### config.mk
export PLATFORM = sky130hd
export DESIGN_NAME = imem_loader
export DESIGN_NICKNAME = d
export VERILOG_FILES = /design/src/rtl/imem_loader.sv
export SDC_FILE = /design/constraint.sdc
export NUM_CORES = 1
export LEC_CHECK = 0
export ABC_AREA = 0
export CAP_MARGIN = 20
export CORE_ASPECT_RATIO = 1.1
export CORE_MARGIN = 5
export CORE_UTILIZATION = 47
export CTS_BUF_LIST = sky130_fd_sc_hd__clkbuf_4 sky130_fd_sc_hd__clkbuf_8 sky130_fd_sc_hd__clkbuf_16
export DETAILED_ROUTE_END_ITERATION = 16
export PLACE_DENSITY = 0.8
export SKIP_CTS_REPAIR_TIMING = 1
export SYNTH_ARGS = -nofsm -noshare
export SYNTH_HDL_FRONTEND = slang
export SYNTH_SLANG_ARGS = --single-unit
### constraint.sdc
create_clock -name clk -period 3.81 [get_ports clk]
set_input_delay 0.5715 -clock clk [delete_from_list [all_inputs] [get_ports clk]]
set_output_delay 0.5715 -clock clk [all_outputs]
set_load 0.03 [all_outputs]
### src/rtl/imem_loader.sv
// Instruction-memory loader: packs a valid/ready byte stream into instructions and writes them
// at consecutive addresses. Define IMEM_LOADER_CHECKSUM_EN to require a trailing XOR checksum byte.
module imem_loader #(
   parameter int unsigned ADDR_W  = 8,
   parameter int unsigned INSTR_W = 15
) (
   input  logic               clk,
   input  logic               rst,
   input  logic               start,
   input  logic [ADDR_W-1:0]  base_addr,
   input  logic [ADDR_W:0]    len,
   input  logic               in_valid,
   input  logic [7:0]         in_data,
   output logic               in_ready,
   output logic               im_we,
   output logic [ADDR_W-1:0]  im_addr,
   output logic [INSTR_W-1:0] im_wdata,
   output logic               busy,
   output logic               done,
   output logic               err,
   output logic               cpu_hold
);
   localparam int unsigned HI_W  = INSTR_W - 8;
   localparam int unsigned CNT_W = ADDR_W + 1;

   typedef enum logic [2:0] {
      S_IDLE = 3'd0,
      S_HI   = 3'd1,
      S_LO   = 3'd2,
      S_WR   = 3'd3,
      S_CHK  = 3'd4,
      S_FIN  = 3'd5
   } state_t;

   state_t             state_q, state_d;
   logic [ADDR_W-1:0]  base_q, base_d;
   logic [CNT_W-1:0]   len_q, len_d;
   logic [CNT_W-1:0]   idx_q, idx_d;
   logic [HI_W-1:0]    hi_q, hi_d;
   logic               in_ready_d, im_we_d, busy_d, done_d, err_d, cpu_hold_d;
   logic [ADDR_W-1:0]  im_addr_d;
   logic [INSTR_W-1:0] im_wdata_d;
   logic               xfer;
`ifdef IMEM_LOADER_CHECKSUM_EN
   logic [7:0]         csum_q, csum_d;
`endif

   assign xfer = in_valid && in_ready;

   // Next state plus next value of every registered output; Moore outputs follow state_d.
   always_comb begin
      state_d    = state_q;
      base_d     = base_q;
      len_d      = len_q;
      idx_d      = idx_q;
      hi_d       = hi_q;
      im_addr_d  = im_addr;
      im_wdata_d = im_wdata;
      err_d      = err;
      cpu_hold_d = cpu_hold;
      in_ready_d = 1'b0;
      im_we_d    = 1'b0;
      busy_d     = 1'b0;
      done_d     = 1'b0;
`ifdef IMEM_LOADER_CHECKSUM_EN
      csum_d     = csum_q;
`endif

      case (state_q)
         S_IDLE: begin
            if (start) begin
               base_d     = base_addr;
               len_d      = len;
               idx_d      = '0;
               err_d      = 1'b0;
               cpu_hold_d = 1'b1;
`ifdef IMEM_LOADER_CHECKSUM_EN
               csum_d     = '0;
               state_d    = (len == '0) ? S_CHK : S_HI;
`else
               state_d    = (len == '0) ? S_FIN : S_HI;
`endif
            end
         end
         S_HI: begin
            if (xfer) begin
               if (in_data[7]) begin
                  err_d   = 1'b1;
                  state_d = S_IDLE;
               end else begin
                  hi_d    = in_data[HI_W-1:0];
                  state_d = S_LO;
`ifdef IMEM_LOADER_CHECKSUM_EN
                  csum_d  = csum_q ^ in_data;
`endif
               end
            end
         end
         S_LO: begin
            if (xfer) begin
               im_addr_d  = base_q + idx_q[ADDR_W-1:0];
               im_wdata_d = {hi_q, in_data};
               idx_d      = idx_q + CNT_W'(1);
               state_d    = S_WR;
`ifdef IMEM_LOADER_CHECKSUM_EN
               csum_d     = csum_q ^ in_data;
`endif
            end
         end
         S_WR: begin
            // idx_q was already advanced when the low byte was taken
`ifdef IMEM_LOADER_CHECKSUM_EN
            state_d = (idx_q == len_q) ? S_CHK : S_HI;
`else
            state_d = (idx_q == len_q) ? S_FIN : S_HI;
`endif
         end
`ifdef IMEM_LOADER_CHECKSUM_EN
         S_CHK: begin
            if (xfer) begin
               if (in_data == csum_q) begin
                  state_d = S_FIN;
               end else begin
                  err_d   = 1'b1;
                  state_d = S_IDLE;
               end
            end
         end
`endif
         S_FIN:   state_d = S_IDLE;
         default: state_d = S_IDLE;
      endcase

      in_ready_d = (state_d == S_HI) || (state_d == S_LO) || (state_d == S_CHK);
      im_we_d    = (state_d == S_WR);
      busy_d     = in_ready_d || im_we_d;
      done_d     = (state_d == S_FIN);
      if (done_d) cpu_hold_d = 1'b0;
   end

   always_ff @(posedge clk or posedge rst) begin
      if (rst) begin
         state_q  <= S_IDLE;
         base_q   <= '0;
         len_q    <= '0;
         idx_q    <= '0;
         hi_q     <= '0;
         in_ready <= 1'b0;
         im_we    <= 1'b0;
         im_addr  <= '0;
         im_wdata <= '0;
         busy     <= 1'b0;
         done     <= 1'b0;
         err      <= 1'b0;
         cpu_hold <= 1'b1;
`ifdef IMEM_LOADER_CHECKSUM_EN
         csum_q   <= '0;
`endif
      end else begin
         state_q  <= state_d;
         base_q   <= base_d;
         len_q    <= len_d;
         idx_q    <= idx_d;
         hi_q     <= hi_d;
         in_ready <= in_ready_d;
         im_we    <= im_we_d;
         im_addr  <= im_addr_d;
         im_wdata <= im_wdata_d;
         busy     <= busy_d;
         done     <= done_d;
         err      <= err_d;
         cpu_hold <= cpu_hold_d;
`ifdef IMEM_LOADER_CHECKSUM_EN
         csum_q   <= csum_d;
`endif
      end
   end

endmodule

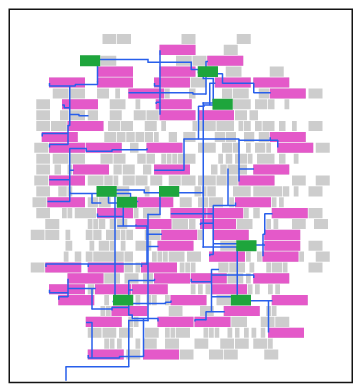
(images/clock_map.png)
(4 px per um)
Key: flip-flops = magenta [count 65]; cells driving clock nets = green [count 9]; clock wires = blue [length 811 um]
Position of the flops: spread over the die. There are 10 routed clock nets.
Clock group: 0.000528 W
clk_lat worst skew: 0.34 ns
share of total power in the clock network: 0.191

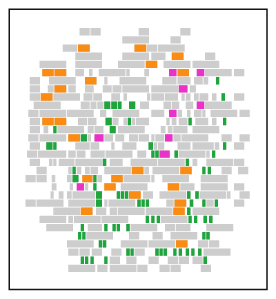
(images/gate_families.png)
(3 px per um)
Key: NAND gates = green [cells 76]; multiplexers = orange [cells 24]; AND-OR and OR-AND gates = magenta [cells 9]

==> results_slide.txt <==
Key Metrics from the Run

Status
  • Status: completed

CTS
  • CTS HTree Levels: 3
  • Longest Clk Path Bufs: 2
  • Clock root buffer: clkbuf_8

Cells and area
  • FF/Latch Area: 1630 um2
  • Non-Clock Buffer Area Fraction: 0.157
  • Registers: 65
  • Buffers, non-clock: 60
  • Non-filler cells, final: 421
  • Seq/total area: 0.431
  • Nonclk inv count: 7
  • Layout cell share with drive strength beyond 1: 0.141
  • Design Area, Final: 3780 um2
  • Core Util, Final: 0.618
  • Top reg by flops: im_wdata
  • Max reg flops: 15
  • Largest cell class by area: sequential cells
  • Regs by FF count: im_wdata (15), idx_q (9), len_q (9)
  • ANT cells: 0
  • Logic share of the area: 0.331

Pwr
  • Sequential Power Share: 0.413
  • Leakage: 1.74 nW
  • Internal: 0.00172 W
  • P_seq: 0.00114 W
  • Pwr dens: 732 nW/um2
  • Switch Pwr: 0.00105 W

Min path
  • Hold Startpoint: hi_q[4]
  • Hold Path Depth: 2

Setup path
  • Worst-path cell chain: clkdlybuf4s50_1
  • Setup crit end: cpu_hold
  • CP max FO: 2
  • Cells on worst reg2reg path: 8
  • Crit Path Class: register to primary output
  • CP Depth: 1
  • CP required: 3.24 ns
  • CP arrival: 1.54 ns
  • Critical R2R Capture: im_addr[6]
  • Element type at the critical path end: primary output
  • Worst path slowest cell: clkdlybuf4s50_1
  • Critical Path Start: cpu_hold
  • Worst path bufs/invs: 1
  • Crit-path leading delay family: buffers and inverters
  • Reg-to-reg startpoint: idx_q[0]

Floorplanning
  • Chip area: 7940 um2
  • Core Region: 6120 um2
  • Fp util: 0.480
  • # IOs: 58
  • Well tap count: 80

Synthesis
  • Post-synth top flop: dfrtp_1
  • Aoi share: 0.0651
  • Warnings, synthesis: 0
  • Yosys synthesis chip area: 2940 um2
  • Sequential share of the synthesized area: 0.554
  • Post-synthesis async set-or-reset flop share: 1.00
  • Post-synthesis adder-cell area fraction: 0.0409
  • Syn Nets: 312
  • Syn avg cell area: 10.7 um2
  • Mapped Area: 2940 um2
  • Post-synthesis simple-gate area fraction: 0.166
  • Mapped Cells: 274
  • Top-count cell post-synth: nand2_1
  • Post-synth EDFFs: 0
  • Dominant cell area share: 0.545
  • Number of cells in Yosys stat: 274
  • Post-synth top area cell: dfrtp_1
  • Mux frac, synth: 0.0915

Timing
  • Final setup viols: 0
  • Clk_skew: 0.00970 ns
  • Period minus WS final: 2.11 ns
  • TNS Setup: 0 ns
  • Max-slew violation count: 0
  • Final worst slack: 1.70 ns

Drt
  • Initial DRC Count: 83
  • Wl on met1: 2720 um
  • DR WL/cell: 14.6 um
  • Highest routed metal layer: met4
  • Met3 wire length: 252 um
  • Vias/cell: 5.14

Place
  • I/O Buffers: 57
  • Dpl ws: 1.50 ns
  • DP Area: 3600 um2
  • Placed Instances: 405
  • Routability cong.: 0.799
  • HPWL Detailed: 4350 um

Global routing
  • Largest net degree at the start of global routing: 45
  • Number of global-route vias before repair: 2,204
  • First-pass GRT wire length: 10,500 um

Flow run
  • Maxcap violations: 0
  • Log Warnings: 26
Power figures rest on the tool's default switching activity, not on a simulated workload.
